===== config.mk =====
export PLATFORM = sky130hd
export DESIGN_NAME = fpu_ret_collect
export DESIGN_NICKNAME = d
export VERILOG_FILES = /design/src/rtl/fpu_ret_collect.sv
export SDC_FILE = /design/constraint.sdc
export NUM_CORES = 1
export LEC_CHECK = 0
export ABC_AREA = 1
export CAP_MARGIN = 20
export CORE_ASPECT_RATIO = 1.25
export CORE_MARGIN = 2
export CORE_UTILIZATION = 29
export DETAILED_ROUTE_END_ITERATION = 8
export GPL_ROUTABILITY_DRIVEN = 0
export PLACE_DENSITY_LB_ADDON = 0.1
export SYNTH_ARGS = -nofsm -noshare
export SYNTH_HDL_FRONTEND = slang
export SYNTH_SLANG_ARGS = --single-unit

===== constraint.sdc =====
create_clock -name clk -period 10.5 [get_ports clk]
set_clock_uncertainty 0.1 [all_clocks]
set_input_delay 2.1 -clock clk [delete_from_list [all_inputs] [get_ports clk]]
set_output_delay 2.1 -clock clk [all_outputs]
set_load 0.05 [all_outputs]

===== src/rtl/fpu_ret_collect.sv =====
// fpu_ret_collect
// Collects completions from FPU ports u1/u3/u5 and forwards them on one
// retire channel. Each completion is paired with the ROB tag captured when
// the op was issued, buffered in a small per-port FIFO, and the three FIFOs
// are merged round-robin into a single registered valid/ready output slot.
//
// Ports:
//   clk, rst                       clock, asynchronous active-high reset
//   uN_issue, uN_tag               op issued on port N this cycle, its ROB tag
//   uN_ret, uN_ret_en              completion word from port N and its strobe
//   ret_valid, ret_ready           retire channel handshake
//   ret_port, ret_tag, ret_data    source port (0=u1,1=u3,2=u5), tag, word
//   ovf                            sticky per port: completion dropped, FIFO full
//   orphan                         sticky per port: ret_en with no issued op
//   err_clr                        clears ovf/orphan (a new event wins)
module fpu_ret_collect #(
  parameter int LAT   = 5,
  parameter int DEPTH = 4,
  parameter int TAGW  = 9
) (
  input  logic            clk,
  input  logic            rst,
  input  logic            u1_issue,
  input  logic [TAGW-1:0] u1_tag,
  input  logic [13:0]     u1_ret,
  input  logic            u1_ret_en,
  input  logic            u3_issue,
  input  logic [TAGW-1:0] u3_tag,
  input  logic [13:0]     u3_ret,
  input  logic            u3_ret_en,
  input  logic            u5_issue,
  input  logic [TAGW-1:0] u5_tag,
  input  logic [13:0]     u5_ret,
  input  logic            u5_ret_en,
  output logic            ret_valid,
  input  logic            ret_ready,
  output logic [1:0]      ret_port,
  output logic [TAGW-1:0] ret_tag,
  output logic [13:0]     ret_data,
  output logic [2:0]      ovf,
  output logic [2:0]      orphan,
  input  logic            err_clr
);

  localparam int PW = $clog2(DEPTH);
  localparam int CW = PW + 1;

  // Per-port views of the inputs, index 0=u1, 1=u3, 2=u5
  logic [2:0]      issue_s;
  logic [2:0]      ret_en_s;
  logic [TAGW-1:0] tag_in_s [3];
  logic [13:0]     ret_in_s [3];

  assign issue_s     = {u5_issue, u3_issue, u1_issue};
  assign ret_en_s    = {u5_ret_en, u3_ret_en, u1_ret_en};
  assign tag_in_s[0] = u1_tag;
  assign tag_in_s[1] = u3_tag;
  assign tag_in_s[2] = u5_tag;
  assign ret_in_s[0] = u1_ret;
  assign ret_in_s[1] = u3_ret;
  assign ret_in_s[2] = u5_ret;

  // Tag pipes: stage LAT-1 holds the op whose completion is due this cycle
  logic [LAT-1:0]  pipe_vld_r [3];
  logic [TAGW-1:0] pipe_tag_r [3][LAT];

  // Per-port FIFOs
  logic [TAGW-1:0] fifo_tag_r  [3][DEPTH];
  logic [13:0]     fifo_data_r [3][DEPTH];
  logic [PW-1:0]   wr_ptr_r [3];
  logic [PW-1:0]   rd_ptr_r [3];
  logic [CW-1:0]   cnt_r    [3];
  logic [1:0]      rr_r;

  logic            load_s;
  logic            pick_found_s;
  logic [1:0]      pick_port_s;
  logic [1:0]      cand_s;
  logic [TAGW-1:0] pick_tag_s;
  logic [13:0]     pick_data_s;
  logic [2:0]      pop_s;
  logic [2:0]      push_s;
  logic [2:0]      ovf_set_s;
  logic [2:0]      orphan_set_s;

  // (p + k) mod 3 for the round-robin search
  function automatic logic [1:0] port_add(input logic [1:0] p, input logic [1:0] k);
    logic [2:0] s;
    s = {1'b0, p} + {1'b0, k};
    if (s >= 3'd3) begin
      s = s - 3'd3;
    end else begin
      s = s;
    end
    return s[1:0];
  endfunction

  // Round-robin pick among non-empty FIFOs; only stored entries are visible
  always_comb begin
    load_s       = !ret_valid || ret_ready;
    pick_found_s = 1'b0;
    pick_port_s  = 2'd0;
    cand_s       = 2'd0;
    for (int k = 0; k < 3; k++) begin
      cand_s = port_add(rr_r, 2'(k));
      if (!pick_found_s && (cnt_r[cand_s] != {CW{1'b0}})) begin
        pick_found_s = 1'b1;
        pick_port_s  = cand_s;
      end else begin
        pick_found_s = pick_found_s;
      end
    end
  end

  // Head-of-FIFO read for the winner, pop/push/flag decisions per port
  always_comb begin
    pick_tag_s   = {TAGW{1'b0}};
    pick_data_s  = 14'd0;
    pop_s        = 3'b000;
    push_s       = 3'b000;
    ovf_set_s    = 3'b000;
    orphan_set_s = 3'b000;
    for (int p = 0; p < 3; p++) begin
      if (pick_port_s == 2'(p)) begin
        pick_tag_s  = fifo_tag_r[p][rd_ptr_r[p]];
        pick_data_s = fifo_data_r[p][rd_ptr_r[p]];
      end else begin
        pick_tag_s  = pick_tag_s;
        pick_data_s = pick_data_s;
      end
      pop_s[p] = load_s && pick_found_s && (pick_port_s == 2'(p));
      // A full FIFO still accepts when its head leaves in the same cycle
      if (ret_en_s[p] && pipe_vld_r[p][LAT-1]) begin
        push_s[p]    = (cnt_r[p] < CW'(DEPTH)) || pop_s[p];
        ovf_set_s[p] = !push_s[p];
      end else begin
        push_s[p]    = 1'b0;
        ovf_set_s[p] = 1'b0;
      end
      orphan_set_s[p] = ret_en_s[p] && !pipe_vld_r[p][LAT-1];
    end
  end

  // Tag pipe valid bits
  always_ff @(posedge clk or posedge rst) begin
    if (rst) begin
      for (int p = 0; p < 3; p++) begin
        pipe_vld_r[p] <= {LAT{1'b0}};
      end
    end else begin
      for (int p = 0; p < 3; p++) begin
        pipe_vld_r[p] <= {pipe_vld_r[p][LAT-2:0], issue_s[p]};
      end
    end
  end

  // Tag pipe and FIFO payload storage; qualified by valid bits and counts
  always_ff @(posedge clk) begin
    for (int p = 0; p < 3; p++) begin
      pipe_tag_r[p][0] <= tag_in_s[p];
      for (int s = 1; s < LAT; s++) begin
        pipe_tag_r[p][s] <= pipe_tag_r[p][s-1];
      end
      if (push_s[p]) begin
        fifo_tag_r[p][wr_ptr_r[p]]  <= pipe_tag_r[p][LAT-1];
        fifo_data_r[p][wr_ptr_r[p]] <= ret_in_s[p];
      end
    end
  end

  // FIFO pointers, counts, round-robin pointer, output slot and sticky flags
  always_ff @(posedge clk or posedge rst) begin
    if (rst) begin
      for (int p = 0; p < 3; p++) begin
        wr_ptr_r[p] <= {PW{1'b0}};
        rd_ptr_r[p] <= {PW{1'b0}};
        cnt_r[p]    <= {CW{1'b0}};
      end
      rr_r      <= 2'd0;
      ret_valid <= 1'b0;
      ret_port  <= 2'd0;
      ret_tag   <= {TAGW{1'b0}};
      ret_data  <= 14'd0;
      ovf       <= 3'b000;
      orphan    <= 3'b000;
    end else begin
      for (int p = 0; p < 3; p++) begin
        wr_ptr_r[p] <= wr_ptr_r[p] + PW'(push_s[p]);
        rd_ptr_r[p] <= rd_ptr_r[p] + PW'(pop_s[p]);
        cnt_r[p]    <= cnt_r[p] + CW'(push_s[p]) - CW'(pop_s[p]);
      end
      if (load_s) begin
        if (pick_found_s) begin
          ret_valid <= 1'b1;
          ret_port  <= pick_port_s;
          ret_tag   <= pick_tag_s;
          ret_data  <= pick_data_s;
          rr_r      <= port_add(pick_port_s, 2'd1);
        end else begin
          ret_valid <= 1'b0;
        end
      end
      ovf    <= ovf_set_s | (ovf & ~{3{err_clr}});
      orphan <= orphan_set_s | (orphan & ~{3{err_clr}});
    end
  end

endmodule


### Gate-type map

Drawn at 1.5 px/µm.
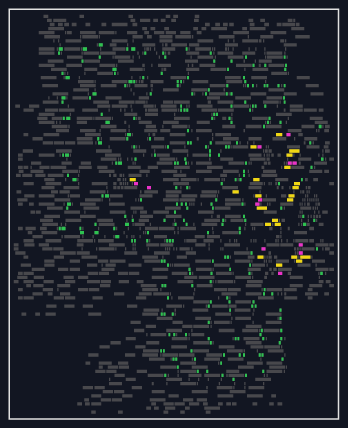
Key: fa/ha/maj cells = yellow [cells 22, where middle right]; xor and xnor cells = magenta [cells 12]; aoi and oai cells = green [cells 242]

### Wiring by layer

Drawn at 1.5 px/µm.
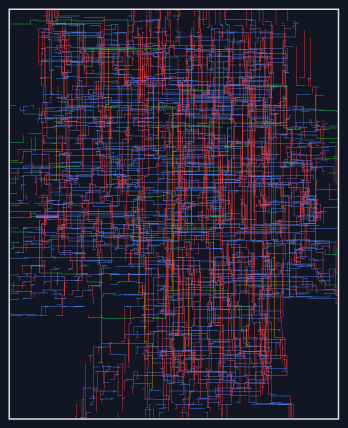
Key: M2 = red [wire length 19800 µm]; M1 = blue [wire length 17500 µm]; M5 = purple [wire length 13.8 µm]; M4 = orange [wire length 1070 µm]; M3 = green [wire length 1490 µm]
drt wl/cell: 18.0 µm
Tot GR Track Use: 0.135

### I/O nets highlighted

Drawn at 1.5 px/µm.
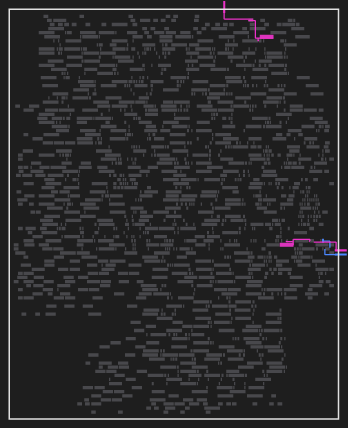
Key: ret_ready = blue [bits 1, direction input, edge right, end cells 1, buffers 1, wire 20.9 µm]; ret_port = magenta [bits 2, direction output, edge 1 right, 1 top, end cells 2, buffers 2, wire 97.8 µm]

==> run summary <==
yosys + openroad results -> status=finished, final reports clean, chip area=0.0595 mm², Die Ht=272 µm, Yosys chip area=0.0167 mm², Hold Fails Final Rpt=0, most instantiated logic cells after routing=276 x edfxtp_1, 239 x nor2_1, 165 x o21ai_0, most frequent cell after synthesis=edfxtp_1, Psw=2.35 mW, Mapped Nets=1405, internal power=3.91 mW, OpenROAD warnings=31, synth cell count leaders=276 x edfxtp_1, 251 x nor2_1, 165 x o21ai_0, Max Cap Viol=0, slowest CP cell=dfrtp_1, YS warnings=0, via count=9599, Post-synth ARST share=0.146, Dominant combinational family=simple AND/OR/NAND/NOR gates, delay of the slowest cell on the worst path=0.39 ns, Pre-antenna DRT Iters=5, Top Usage Layer GRT=met2, GRT met1 Usage=0.169, combinational power=1.99 mW, number of enable flip-flop cells=276, Final Max Tran Viols=0, Placeable Area=0.0570 mm², largest area contributor in the netlist=edfxtp_1, Slew headroom=0.350, # Cells Yosys=1304, WL met2=19800 µm, port buffer count=110, LEAKAGE=7.59 nW, Basic Gates by Area=0.0979, distinct lib cells=30, Via density=4.32, Final setup viols=0, setup_tns=0 ns, Die X=219 µm, fin util=0.356, Max Clock Freq=0.231 GHz, Avg Cell Area, Syn=12.8 µm², setup bufs post-CTS=0, initial antenna violation count=1, I/O pin total=111, Top cell excl fill/tap=edfxtp_1, largest net degree at the start of global routing=71, crit-path cells=inv_1, ha_1, inv_2, nor2_2, nand2_1, nand2_1, nand2_1, nand2_2, nand2_1, a21oi_1, nand2_1, nand2_1, ha_1, buf_4, nand3_1, nand2_1, nand2_1, ha_1, inv_1, ha_1, fa_1, xnor2_1, xor2_1, Top Consumer=registers, Synth Instances=1304, clk buf depth=3, Worst setup EP type=flip-flop, post-CTS resize count=0, clock network power share=0.284, drt drc=0, Initial Util=0.293, final setup margin=6.18 ns
==> final cells by class <==
| type | count | area [µm²] | share of cell area |
|---|---|---|---|
| inverters | 77 | 290 | 0.0143 |
| clock inverters | 20 | 173 | 0.00852 |
| multi-input cells | 689 | 3370 | 0.166 |
| well taps | 750 | 938 | 0.0463 |
| clock buffers | 76 | 1490 | 0.0736 |
| repair buffers | 129 | 1260 | 0.0623 |
| flip-flops and latches | 481 | 12700 | 0.629 |
==> worst max-delay path, delay by kind of cell (launching register included) <==
family,cells,cell delay (ns)
buf+inv,4,0.55
xor+xnor,2,0.34
fa+ha+maj,5,1.53
compound gates,1,0.14
flops,1,0.39
simple gates,11,1.20
==> stage by stage <==
| step | hold WS [ns] | std cells | total power, mW |
|---|---|---|---|
| floorplan | 0.210 | 1304 | 3.80 |
| CTS | 0.222 | 2221 | 6.41 |
| global route | 0.229 | 2222 | 6.71 |
| global placement | 0.210 | 2125 | 4.58 |
| detailed placement | 0.212 | 2125 | 4.60 |
| finish | 0.221 | 2222 | 6.26 |
==> final timing paths <==
kind                                                 from                        to  slack (ns)  cells past startpoint
worst max-delay path                  rr_r[0]$_DFFE_PP0N_        cnt_r[2]$_DFF_PP0_        6.18                     23
worst min-delay path            pipe_tag_r[2][11]$_DFF_P_  pipe_tag_r[2][2]$_DFF_P_        0.22                      0
worst max register to register        rr_r[0]$_DFFE_PP0N_        cnt_r[2]$_DFF_PP0_        6.18                     23
worst min register to register  pipe_tag_r[2][11]$_DFF_P_  pipe_tag_r[2][2]$_DFF_P_        0.22                      0
max in group asynchronous                             rst     rd_ptr_r[5]$_DFF_PP0_        7.89                      4
min in group asynchronous                             rst   pipe_vld_r[0]$_DFF_PP0_        1.81                      3
Power figures rest on the tool's default switching activity, not on a simulated workload.
